Run 1, clock distribution:
(2 px per µm)
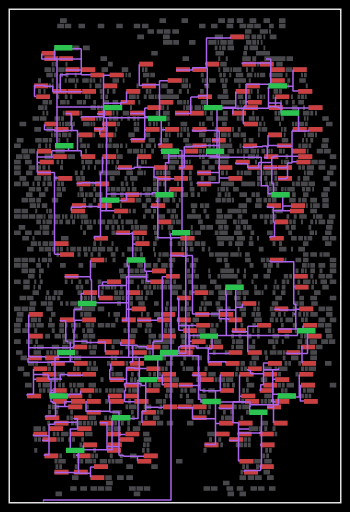
Run 1, cell classes on the final placement:
(1 px per µm)
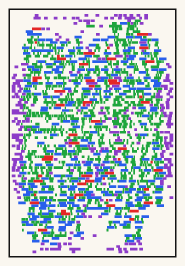
Run 1, port wiring:
(2 px per µm)
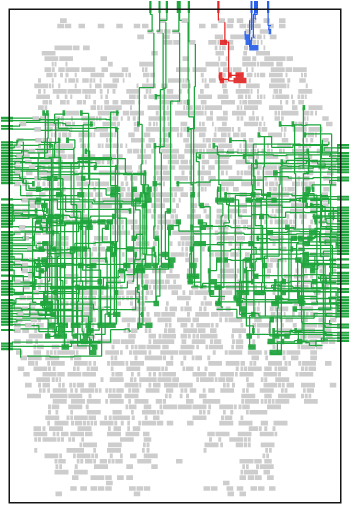
Run 1, clock routing:
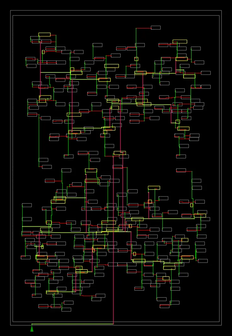
### src/rtl/multi_port_fifo_packer_pkg.sv
// Shared types and helpers for the multi-port FIFO packer.
package multi_port_fifo_packer_pkg;

  localparam int LANES      = 4;
  localparam int DATA_WIDTH = 32;
  localparam int NUM_WIDTH  = $clog2(LANES + 1);

  typedef logic [LANES-1:0] mask_t;

  // Encoded as {skid valid, out valid}; 2'b10 cannot occur.
  typedef enum logic [1:0] {
    EMPTY = 2'b00,
    ONE   = 2'b01,
    TWO   = 2'b11
  } pack_state_t;

  function automatic logic [NUM_WIDTH-1:0] popcount(input mask_t m);
    logic [NUM_WIDTH-1:0] cnt;
    cnt = '0;
    for (int i = 0; i < LANES; i++) begin
      cnt = cnt + NUM_WIDTH'(m[i]);
    end
    return cnt;
  endfunction

endpackage

### src/rtl/multi_port_fifo_packer_lane_compactor.sv
// Combinational lane compactor: packs valid lanes into slots 0..num-1, order preserved.
module multi_port_fifo_packer_lane_compactor
  import multi_port_fifo_packer_pkg::*;
(
  input  mask_t                       mask,
  input  logic [LANES*DATA_WIDTH-1:0] data_in,
  output logic [NUM_WIDTH-1:0]        num,
  output logic [LANES*DATA_WIDTH-1:0] data_out
);

  logic [NUM_WIDTH-1:0] slot;

  always_comb begin
    data_out = '0;
    slot     = '0;
    for (int i = 0; i < LANES; i++) begin
      if (mask[i]) begin
        data_out[slot*DATA_WIDTH +: DATA_WIDTH] = data_in[i*DATA_WIDTH +: DATA_WIDTH];
        slot = slot + NUM_WIDTH'(1);
      end
    end
    num = popcount(mask);
  end

endmodule

### src/rtl/multi_port_fifo_packer.sv
// Packer front end: compacts sparse input packets into a registered FIFO write request
// behind a two-entry skid so in_ready_o depends only on register state.
module multi_port_fifo_packer
  import multi_port_fifo_packer_pkg::*;
(
  input  logic                        clk,
  input  logic                        rst_n,
  input  logic                        flush_i,
  input  logic                        in_valid_i,
  output logic                        in_ready_o,
  input  mask_t                       in_mask_i,
  input  logic [LANES*DATA_WIDTH-1:0] in_data_i,
  output logic                        write_valid_o,
  input  logic                        write_ready_i,
  output logic [NUM_WIDTH-1:0]        write_num_o,
  output logic [LANES*DATA_WIDTH-1:0] write_data_o,
  output logic [NUM_WIDTH:0]          pending_o
);

  logic [NUM_WIDTH-1:0]        comp_num_p0;
  logic [LANES*DATA_WIDTH-1:0] comp_data_p0;

  multi_port_fifo_packer_lane_compactor u_lane_compactor (
    .mask     (in_mask_i),
    .data_in  (in_data_i),
    .num      (comp_num_p0),
    .data_out (comp_data_p0)
  );

  pack_state_t                 state_p1, state_nxt;
  logic [NUM_WIDTH-1:0]        out_num_p1, skid_num_p1;
  logic [LANES*DATA_WIDTH-1:0] out_data_p1, skid_data_p1;
  logic                        out_vld_p1, skid_vld_p1;
  logic                        drain, acc;
  logic                        load_out_in, load_out_skid, load_skid;

  assign out_vld_p1  = state_p1[0];
  assign skid_vld_p1 = state_p1[1];
  assign in_ready_o  = ~skid_vld_p1;
  assign drain       = out_vld_p1 & write_ready_i;
  assign acc         = in_valid_i & in_ready_o & (|in_mask_i);

  always_comb begin
    state_nxt     = state_p1;
    load_out_in   = 1'b0;
    load_out_skid = 1'b0;
    load_skid     = 1'b0;
    case (state_p1)
      EMPTY: begin
        if (acc) begin
          load_out_in = 1'b1;
          state_nxt   = ONE;
        end
      end
      ONE: begin
        if (drain && acc) begin
          load_out_in = 1'b1;
        end else if (drain) begin
          state_nxt = EMPTY;
        end else if (acc) begin
          load_skid = 1'b1;
          state_nxt = TWO;
        end
      end
      TWO: begin
        if (drain) begin
          load_out_skid = 1'b1;
          state_nxt     = ONE;
        end
      end
      default: state_nxt = EMPTY;
    endcase
  end

  // Stage p0 -> p1: flush and reset both discard everything held.
  always_ff @(posedge clk) begin
    if (!rst_n || flush_i) begin
      state_p1     <= EMPTY;
      out_num_p1   <= '0;
      out_data_p1  <= '0;
      skid_num_p1  <= '0;
      skid_data_p1 <= '0;
    end else begin
      state_p1 <= state_nxt;
      if (load_out_in) begin
        out_num_p1  <= comp_num_p0;
        out_data_p1 <= comp_data_p0;
      end else if (load_out_skid) begin
        out_num_p1  <= skid_num_p1;
        out_data_p1 <= skid_data_p1;
      end
      if (load_skid) begin
        skid_num_p1  <= comp_num_p0;
        skid_data_p1 <= comp_data_p0;
      end
    end
  end

  assign write_valid_o = out_vld_p1;
  assign write_num_o   = out_num_p1;
  assign write_data_o  = out_data_p1;
  assign pending_o     = (out_vld_p1  ? {1'b0, out_num_p1}  : '0)
                       + (skid_vld_p1 ? {1'b0, skid_num_p1} : '0);

endmodule

### config.mk
export PLATFORM = sky130hd
export DESIGN_NAME = multi_port_fifo_packer
export DESIGN_NICKNAME = d
export VERILOG_FILES = /design/src/rtl/multi_port_fifo_packer_pkg.sv /design/src/rtl/multi_port_fifo_packer_lane_compactor.sv /design/src/rtl/multi_port_fifo_packer.sv
export SDC_FILE = /design/constraint.sdc
export NUM_CORES = 1
export LEC_CHECK = 0
export CAP_MARGIN = 20
export CORE_ASPECT_RATIO = 1.5
export CORE_MARGIN = 1.5
export CORE_UTILIZATION = 35
export DETAILED_ROUTE_END_ITERATION = 8
export SYNTH_ARGS = -nofsm -noshare
export SYNTH_HDL_FRONTEND = slang
export SYNTH_SLANG_ARGS = --single-unit
### constraint.sdc
create_clock -name clk -period 4.85 [get_ports clk]
set_input_delay 0.97 -clock clk [delete_from_list [all_inputs] [get_ports clk]]
set_output_delay 0.97 -clock clk [all_outputs]
set_load 0.1 [all_outputs]
==> job_summary.md, run 1 <==
## Implementation flow summary

| Metric | Value |
|---|---|
| P_sw | 1.98 mW |
| Mapped Area | between 10000 and 15000 µm² |
| Yosys stat area | between 10000 and 15000 µm² |
| Flop area | 5290 µm² |
| Final core utilization | 46.2% |
| Run status | finished, final reports clean |
| Die X | about 170 µm |
| PortBufs | 273 |
| Ao+oa area frac | between 20% and 30% |
| Worst Hold Path Cells | 2 |
| Post-Synth XOR/XNOR Area | 0.127% |
| Chip area | 40600 µm² |
| Placed cells | 2316 |
| DRT Pass-1 Iters | 6 |
| CP Cell Sequence | nand2_1 -> inv_1 -> ha_1 -> a21o_1 -> a21o_1 -> clkdlybuf4s50_1 |
| Largest net degree at the start of global routing | roughly 160 |
| Clock root buffer | clkbuf_16 |
| Crit-path max cell delay | approximately 0.96 ns |
| Fraction of area in multi-input gates | 42.8% |
| GPL Wtd Cong | 0.985 |
| Post-synth EDFFs | 0 |
| Routed Antenna Nets | 0 |
| Sequential share of cell area | 29.6% |
| Leak | ~6.8 nW |
| Non-clock buffering overhead | 17.3% |
| Share of cells above drive strength 1 | 10.8% |
| Worst-Margin Slew | 1.13 ns |
| FF-to-FF setup slack | 1.93 ns |
| Worst setup EP type | output pin |
| Cell area after layout | 17900 µm² |
| Post-synthesis net count | 1843 |
| Clock-cell share | 5.93% |
| Comb. pwr | approximately 1.4 mW |
| Commonest cells post-synth | 289 x a21oi_1, 264 x dfxtp_1, 195 x o21ai_0 |
| CP Class | flip-flop to output pin |
| Class of the worst hold path | flip-flop to flip-flop |
| Tot GR Track Use | 26.2% |
| Arr. time, crit path | 2.99 ns |
| Final Hold Fails | 0 |
| Hold Path Sink | skid_data_p1[0] |
| Repair and plain buffers | 306 |
| Seq group | 2.29 mW |
| Fill count | between 3000 and 4000 |
| Core ar. | 38600 µm² |
| Worst-path maximum fanout | 14 |
| Slew HR | 24.5% |
| Total grt overflow | 0 |
| Top power group | the clock network |
| Cells after Synth | 1690 |
| Top cell area share | 38.4% |
| Initial antenna violation count | 5 |
| Hold_buf cts | 0 |
| # Taps | 495 |
| Vias in the first global route | 13400 |
| Crit path launch | state_p1[0] |
| Clock transition at path regs | 0.06 ns |
| Worst path slowest cell | clkdlybuf4s50_1 |
| Inverters | between 40 and 50 |
| Top cell type by total area after synthesis | dfxtp_1 |
| DRC Markers | 0 |
| Share of flip-flops with an asynchronous set or reset | 0% |
| Yosys Instances | 1690 |
| Setup-failing EPs final | 0 |
-- 'clock distribution' (at the start) --
[clock wires] purple | length: 3740 µm
[clock-net drivers] green | count: 28
[flip-flops] red | count: 264
flops lie: all over the die
routed clock nets: 29

-- 'cell classes on the final placement' (at the start) --
| class | color | cells | share of their area |
|---|---|---|---|
| remaining logic cells | green | 1251 | 45% |
| registers | blue | 264 | 31% |
| remaining buffers and delay cells | purple | 306 | 18% |
| clock drivers and dummy loads | red | 52 | 6.1% |

-- 'port wiring' (at the start) --
| port | color | bits | direction | end cells | buffers | wire |
|---|---|---|---|---|---|---|
| `pending_o` | blue | 4 | output | 4 | 4 | 58.5 µm |
| `write_ready_i` | red | 1 | input | 6 | 1 | 52.2 µm |
| `in_data_i` | green | 128 | input | 258 | 128 | 10700 µm |

-- 'clock routing' (at the start) --
flop count: 264
clock latency on the worst-skew pair: 0.58 ns
Clk power: 2.47 mW
Clock Skew: 0.0170 ns
final-layout clock buffer total: 34

run 1: metal layers:
| metal | GRT usage [%] | vias to the layer above | wire [µm] |
|---|---|---|---|
| li1 | - | 6488 | - |
| met1 | 29.6 | 6735 | 20100 |
| met4 | 14.3 | 8 | 3260 |
| met3 | 3.43 | 167 | 3490 |
| met2 | 46.7 | 643 | 27700 |
| met5 | 0 | - | 53 |
run 1: state kept, by name, indices dropped and copies added, names as in the netlist:
register      flops
skid_num_p1       3
state_p1          2
write_data_o    128
write_num_o       3
skid_data_p1    128
run 1: worst register-to-register path, cell delays in order, from the launching register on:
cell and delay (ns):
dfxtp_1 0.64, ha_1 0.29, a21bo_1 0.28, or3_2 0.88
buf_12 0.39, a211o_1 0.25, a21oi_1 0.12
Run 1, met3 routing:
(1.5 px per µm)
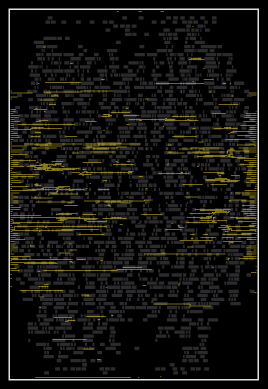

==> run 1 -> run 2 <==
Clock period 4.85 ns to 3.9 ns, I/O delays scaled along.
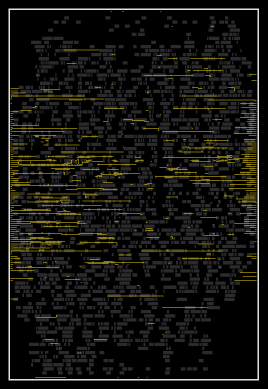
Run 2: met3 routing
(1.5 px per µm)
main direction: horizontal
longest straight run: 59.8 µm
wire length on this layer: 3520 µm

==> run 2 against run 1 <==
  * Clock skew shrank 0.0044 ns
  * Critical path depth grew 4
  * Power grew 21%
  * Setup slack lost 0.28 ns
  * Synthesized cell count is the same
  * Via count shrank 0.98%
  * Critical endpoint is now write_data_o[110]
  * Highest routed layer unchanged
==> job_summary.md, run 2 <==
## Implementation flow summary

| Metric | Value |
|---|---|
| Run status | finished, final reports clean |
| Mapped Area | 13800 µm² |
| Class of the worst hold path | flip-flop to flip-flop |
| DRT Pass-1 Iters | 7 |
| Seq group | 2.84 mW |
| Clock root buffer | clkbuf_16 |
| Share of flip-flops with an asynchronous set or reset | 0% |
| Yosys stat area | approximately 14000 µm² |
| Fill count | 3775 |
| WL final | 55.4 mm |
| PortBufs | 273 |
| Vias | 13900 |
| Worst-path maximum fanout | 21 |
| Vias in the first global route | approximately 13000 |
| Final core utilization | between 40 and 50% |
| Post-CTS Setup Bufs | 0 |
| Final Hold Fails | 0 |
| Chip area | approximately 41000 µm² |
| Worst-Margin Slew | 1.13 ns |
| Placed cells | 2335 |
| Largest net degree at the start of global routing | 124 |
| Deepest clock path buffer count | 3 |
| Final Total Pwr | 7.37 mW |
| Post-synth mux share | 10.3% |
| Top cell type by total area after synthesis | dfxtp_1 |
| Worst path slowest cell | nor4b_4 |
| Commonest cells post-synth | 289 x a21oi_1, 264 x dfxtp_1, 195 x o21ai_0 |
| Comb. pwr | 1.71 mW |
| CP Class | input pin to flip-flop |
| Min Tclk post-route | 3.29 ns |
| Tot GR Track Use | 26.5% |
| P_sw | around 2.4 mW |
| Core ar. | 38600 µm² |
| #FFs+latches synth | 264 |
| F_max | 304 MHz |
| Hold Path Sink | skid_data_p1[28] |
| Slew HR | roughly 24% |
| GPL Wtd Cong | approximately 0.95 |
| Worst Hold Path Cells | 2 |
| Post-Synth XOR/XNOR Area | 0.127% |
| Top-count cell post-synth | a21oi_1 |
| Max-cap violations | 0 |
| Die X | 165 µm |
| Ao+oa area frac | 29.3% |
| Reg-to-reg critical path startpoint | state_p1[0] |
| Cell area after layout | approximately 18000 µm² |
| Setup-failing EPs final | 0 |
| Worst setup EP type | flip-flop |
| Initial antenna violation count | 12 |
| Leak | 6.85 nW |
| Arr. time, crit path | about 3.8 ns |
| Routed Antenna Nets | 0 |
| Global-route wire length before repair | approximately 81 mm |
| Crit path launch | in_mask_i[2] |
| Clock transition at path regs | 0.06 ns |
| FF-to-FF setup slack | 1.38 ns |
| H-tree level count | 1 |
| RSZ-0062 raised after global routing | no |
| HP Start | skid_data_p1[28] |
| Total grt overflow | 0 |
| Max VDD drop | around 0.0003 V |
| Share of cells above drive strength 1 | 11.6% |
| Post-synthesis net count | 1843 |
| # IOs | 274 |
| Drt via density | 5.82 |
| Max-slew violations | 0 |
| CP Cell Sequence | clkdlybuf4s50_1 -> inv_1 -> fa_1 -> ha_1 -> ha_1 -> nor4bb_4 -> nor4b_4 -> buf_12 -> a22oi_1 -> a21oi_1 |
| Clock latency on the worst-skew pair | 0.56 ns |
| Cells after Synth | between 1500 and 2000 |
| Hold_buf cts | 0 |
| Dpl hpwl | 39.6 mm |
| Top cell area share | 38.4% |
| FF-to-FF End | skid_data_p1[38] |
| Crit-path max cell delay | 0.73 ns |
| Post-synth EDFFs | 0 |
| DRC Markers | 0 |
| Clock network power share | 38.3% |
| Yosys Instances | roughly 1700 |
| Top power group | registers |
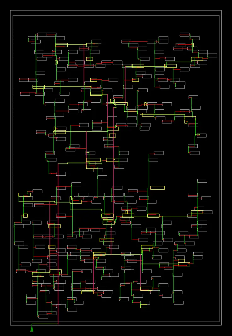
Run 2: clock routing
clock sink count: 264
final-layout clock buffer total: 43
Clock Skew: 0.0126 ns
Clk power: 2.82 mW
number of CTS-inserted buffers: 29

## run 2: cell counts after synthesis
No cell type changed its count.
## run 2: layout make-up
cell class	instances	area (µm²)	share of cell area [%]
Antenna cell	1	2.50	0.0139
Clock buffer	43	848	4.72
Clock inverter	8	123	0.683
Inverter	41	154	0.857
Multi-Input combinational cell	1210	7650	42.6
Sequential cell	264	5290	29.4
Tap cell	495	619	3.45
Timing Repair Buffer	325	3280	18.2
## run 2: worst min-delay path, stage by stage (launching register included)
cell	delay (ns)
dfxtp_1	0.31
nand2_1	0.05
a21oi_1	0.05
## run 2: routing by layer
metal	global-route usage, %	share of wire [%]	vias up
met3	4.26	6.3	165
met1	28.3	36	6617
met2	48.4	51	570
li1	-	-	6533
met4	15.6	6.5	18
met5	0	0.19	-
Power is estimated from default activity; no workload was simulated.
